**src/rtl/crosswalk_arbiter_pkg.sv**
```systemverilog
// Shared types and default phase lengths for the crosswalk arbiter.
package crosswalk_pkg;

  typedef enum logic [1:0] {
    IDLE,
    WALK,
    CLEAR,
    ALLRED
  } state_t;

  typedef logic dir_t;

  localparam dir_t DIR_X = 1'b0;
  localparam dir_t DIR_Y = 1'b1;

  localparam int unsigned WALK_CYCLES_DEF   = 8;
  localparam int unsigned CLEAR_CYCLES_DEF  = 4;
  localparam int unsigned ALLRED_CYCLES_DEF = 2;
  localparam int unsigned CNT_W_DEF         = 8;

endpackage

```
**src/rtl/crosswalk_arbiter_if.sv**
```systemverilog
// Button requests in, lamp/status lines out.
interface crosswalk_arbiter_if;

  logic req_x;
  logic req_y;
  logic walk_x;
  logic walk_y;
  logic flash_x;
  logic flash_y;
  logic busy;
  logic done_x;
  logic done_y;

  modport master (
    output req_x, req_y,
    input  walk_x, walk_y, flash_x, flash_y, busy, done_x, done_y
  );

  modport slave (
    input  req_x, req_y,
    output walk_x, walk_y, flash_x, flash_y, busy, done_x, done_y
  );

endinterface

```
**src/rtl/crosswalk_arbiter_timer.sv**
```systemverilog
// Down-counting phase timer: load strobe wins, otherwise counts down to 0 and holds.
module walk_phase_timer #(
  parameter int unsigned CNT_W = 8
) (
  input  logic             clk,
  input  logic             rst,
  input  logic             load,
  input  logic             en,
  input  logic [CNT_W-1:0] load_val,
  output logic             expired
);

  logic [CNT_W-1:0] cnt;

  // Counter register: load, or decrement while enabled and non-zero.
  always_ff @(posedge clk or posedge rst) begin
    if (rst) begin
      cnt <= '0;
    end else if (load) begin
      cnt <= load_val;
    end else if (en && (cnt != '0)) begin
      cnt <= cnt - CNT_W'(1);
    end
  end

  assign expired = (cnt == '0);

endmodule

```
**src/rtl/crosswalk_arbiter.sv**
```systemverilog
// Round-robin pedestrian crossing sequencer for two directions (X, Y).
module crosswalk_arbiter
  import crosswalk_pkg::*;
#(
  parameter int unsigned WALK_CYCLES   = WALK_CYCLES_DEF,
  parameter int unsigned CLEAR_CYCLES  = CLEAR_CYCLES_DEF,
  parameter int unsigned ALLRED_CYCLES = ALLRED_CYCLES_DEF,
  parameter int unsigned CNT_W         = CNT_W_DEF
) (
  input logic                clk,
  input logic                rst,
  crosswalk_arbiter_if.slave bus
);

  localparam logic [CNT_W-1:0] WALK_LOAD   = CNT_W'(WALK_CYCLES - 1);
  localparam logic [CNT_W-1:0] CLEAR_LOAD  = CNT_W'(CLEAR_CYCLES - 1);
  localparam logic [CNT_W-1:0] ALLRED_LOAD = CNT_W'(ALLRED_CYCLES - 1);

  state_t state, state_n;
  dir_t   cur_dir, cur_dir_n;
  dir_t   last_dir, last_dir_n;
  dir_t   grant;
  logic   pend_x, pend_x_n;
  logic   pend_y, pend_y_n;
  logic   flash_tog, flash_tog_n;
  logic   done_x, done_x_n;
  logic   done_y, done_y_n;

  logic             tmr_load;
  logic [CNT_W-1:0] tmr_val;
  logic             tmr_expired;

  walk_phase_timer #(
    .CNT_W(CNT_W)
  ) u_timer (
    .clk     (clk),
    .rst     (rst),
    .load    (tmr_load),
    .en      (state != IDLE),
    .load_val(tmr_val),
    .expired (tmr_expired)
  );

  // State, direction, pending-request and done-pulse registers.
  always_ff @(posedge clk or posedge rst) begin
    if (rst) begin
      state     <= IDLE;
      cur_dir   <= DIR_X;
      last_dir  <= DIR_Y;
      pend_x    <= 1'b0;
      pend_y    <= 1'b0;
      flash_tog <= 1'b0;
      done_x    <= 1'b0;
      done_y    <= 1'b0;
    end else begin
      state     <= state_n;
      cur_dir   <= cur_dir_n;
      last_dir  <= last_dir_n;
      pend_x    <= pend_x_n;
      pend_y    <= pend_y_n;
      flash_tog <= flash_tog_n;
      done_x    <= done_x_n;
      done_y    <= done_y_n;
    end
  end

  // Next-state logic: request latching, round-robin grant and phase sequencing.
  always_comb begin
    state_n     = state;
    cur_dir_n   = cur_dir;
    last_dir_n  = last_dir;
    flash_tog_n = flash_tog;
    done_x_n    = 1'b0;
    done_y_n    = 1'b0;
    tmr_load    = 1'b0;
    tmr_val     = '0;
    grant       = DIR_X;
    // A direction's own button is ignored only while it is walking.
    pend_x_n = pend_x | (bus.req_x & ~((state == WALK) && (cur_dir == DIR_X)));
    pend_y_n = pend_y | (bus.req_y & ~((state == WALK) && (cur_dir == DIR_Y)));

    case (state)
      IDLE: begin
        if (pend_x || pend_y) begin
          if (pend_x && pend_y) begin
            grant = ~last_dir;
          end else begin
            grant = pend_x ? DIR_X : DIR_Y;
          end
          state_n    = WALK;
          cur_dir_n  = grant;
          last_dir_n = grant;
          tmr_load   = 1'b1;
          tmr_val    = WALK_LOAD;
          // Clearing on the grant edge overrides a request sampled on that same edge.
          if (grant == DIR_X) begin
            pend_x_n = 1'b0;
          end else begin
            pend_y_n = 1'b0;
          end
        end
      end
      WALK: begin
        if (tmr_expired) begin
          state_n     = CLEAR;
          tmr_load    = 1'b1;
          tmr_val     = CLEAR_LOAD;
          flash_tog_n = 1'b1;
        end
      end
      CLEAR: begin
        flash_tog_n = ~flash_tog;
        if (tmr_expired) begin
          state_n  = ALLRED;
          tmr_load = 1'b1;
          tmr_val  = ALLRED_LOAD;
        end
      end
      ALLRED: begin
        if (tmr_expired) begin
          state_n  = IDLE;
          done_x_n = (cur_dir == DIR_X);
          done_y_n = (cur_dir == DIR_Y);
        end
      end
      default: begin
        state_n = IDLE;
      end
    endcase
  end

  assign bus.walk_x  = (state == WALK)  && (cur_dir == DIR_X);
  assign bus.walk_y  = (state == WALK)  && (cur_dir == DIR_Y);
  assign bus.flash_x = (state == CLEAR) && (cur_dir == DIR_X) && flash_tog;
  assign bus.flash_y = (state == CLEAR) && (cur_dir == DIR_Y) && flash_tog;
  assign bus.busy    = (state != IDLE);
  assign bus.done_x  = done_x;
  assign bus.done_y  = done_y;

endmodule

```
**src/flat_wrapper.sv**
```systemverilog
// flat-port wrapper written by rule: the top's interface ports become plain ports
module crosswalk_arbiter_flat import crosswalk_pkg::*;
#(
  parameter int unsigned WALK_CYCLES   = WALK_CYCLES_DEF,
  parameter int unsigned CLEAR_CYCLES  = CLEAR_CYCLES_DEF,
  parameter int unsigned ALLRED_CYCLES = ALLRED_CYCLES_DEF,
  parameter int unsigned CNT_W         = CNT_W_DEF
)
  (clk, rst, bus_req_x, bus_req_y, bus_walk_x, bus_walk_y, bus_flash_x, bus_flash_y, bus_busy, bus_done_x, bus_done_y);
  crosswalk_arbiter_if bus_i ();
  input logic clk;
  input logic rst;
  input wire logic [$bits(bus_i.req_x)-1:0] bus_req_x;
  input wire logic [$bits(bus_i.req_y)-1:0] bus_req_y;
  output wire logic [$bits(bus_i.walk_x)-1:0] bus_walk_x;
  output wire logic [$bits(bus_i.walk_y)-1:0] bus_walk_y;
  output wire logic [$bits(bus_i.flash_x)-1:0] bus_flash_x;
  output wire logic [$bits(bus_i.flash_y)-1:0] bus_flash_y;
  output wire logic [$bits(bus_i.busy)-1:0] bus_busy;
  output wire logic [$bits(bus_i.done_x)-1:0] bus_done_x;
  output wire logic [$bits(bus_i.done_y)-1:0] bus_done_y;
  assign bus_i.req_x = bus_req_x;
  assign bus_i.req_y = bus_req_y;
  assign bus_walk_x = bus_i.walk_x;
  assign bus_walk_y = bus_i.walk_y;
  assign bus_flash_x = bus_i.flash_x;
  assign bus_flash_y = bus_i.flash_y;
  assign bus_busy = bus_i.busy;
  assign bus_done_x = bus_i.done_x;
  assign bus_done_y = bus_i.done_y;
  crosswalk_arbiter #(.WALK_CYCLES(WALK_CYCLES), .CLEAR_CYCLES(CLEAR_CYCLES), .ALLRED_CYCLES(ALLRED_CYCLES), .CNT_W(CNT_W)) u_core (.clk(clk), .rst(rst), .bus(bus_i));
endmodule
```
**config.mk**
```make
export PLATFORM = sky130hd
export DESIGN_NAME = crosswalk_arbiter_flat
export DESIGN_NICKNAME = d
export VERILOG_FILES = /design/src/rtl/crosswalk_arbiter_pkg.sv /design/src/rtl/crosswalk_arbiter_if.sv /design/src/rtl/crosswalk_arbiter_timer.sv /design/src/rtl/crosswalk_arbiter.sv /design/src/flat_wrapper.sv
export SDC_FILE = /design/constraint.sdc
export NUM_CORES = 1
export LEC_CHECK = 0
export CAP_MARGIN = 20
export CORE_AREA = 3 3 52 54
export CTS_CLUSTER_SIZE = 14
export DETAILED_ROUTE_END_ITERATION = 16
export DIE_AREA = 0 0 55 57
export PLACE_DENSITY = 0.62
export SLEW_MARGIN = 20
export SYNTH_ARGS = -nofsm -noshare
export SYNTH_HDL_FRONTEND = slang
export SYNTH_SLANG_ARGS = --single-unit
```
**constraint.sdc**
```tcl
create_clock -name clk -period 2.3 [get_ports clk]
set_clock_uncertainty 0.2 [all_clocks]
set_input_delay 0.345 -clock clk [delete_from_list [all_inputs] [get_ports clk]]
set_output_delay 0.345 -clock clk [all_outputs]
set_load 0.005 [all_outputs]
```
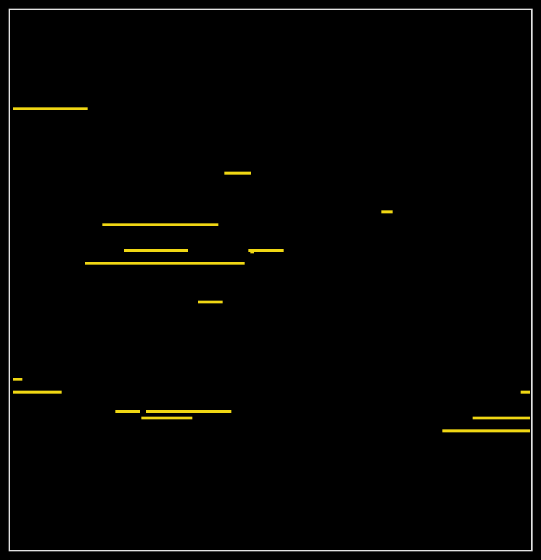
**Above:** metal 3.
main direction: horizontal
wire length on this layer: 89.0 µm
nets with wire on the layer: 14

==> impl_metrics.ini <==
; generated from flow reports
[clocking]
cts_setup_buffers = 0
h-tree-depth = 1
clk_pin_slew_ns = 0.11

[cells_and_area]
mostFrequentLayoutCells = 15 x dfrtp_1, 10 x nand2_1, 10 x nor2_1
largest_register_ffs = 8
seq_share_pct = 34.2
num_antenna_cells = 0
max_flop_register = u_core.u_timer.cnt
bufAreaShareNonClock_pct = 12.0
regArea_um2 = 428

[timing]
rsz0062_at_grt = true
fin_setup_tns_ns = 0
finalWorstSetupSlack_ns = 0.0464
finalSetupViolCount = 0
whs_ns = 0.220

[power_and_ir_drop]
comb_power_uw = 1070
seq_power_uw = 593
switching_share_pct = 43.2
seqPwrFrac_pct = 32.4

[drt]
wl_met1_um = 990
met2RoutedLength_mm = 1.08
wl_per_cell_um = 14.2
drt_iter0_markers = 28
drc = 0

[placement]
place_inst = 147

[setup_path]
cp_max_fo = 4
crit_chain = inv_2 -> ha_2 -> inv_1 -> nor2_1 -> clkdlybuf4s50_1

[logic_synthesis]
numSynthFlops = 17
yosysUniqueCellTypes = 37
synth_top_area_share_pct = 39.6
top_cells_by_count = 16 x dfrtp_1, 10 x nand2_1, 10 x nor2_1
yosysWarnings = 0
ys_sh_aoi_pct = 18.4

[outcome]
status = completed

[die]
core.rowCount = 17
core_area_mm2 = 0.00225
num_tap_cells = 28

[global_route]
grt_pass1_vias = 805
grt_util_met2_pct = 22.6

[flow_run]
warning_count = 33
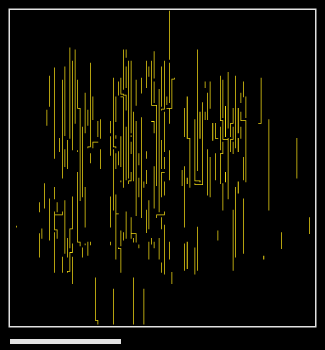
**Above:** signal wires on met2.
Scale bar: 20 µm.
main direction: vertical
wire length on this layer: 1,080 µm
share of all routed wire: 50%

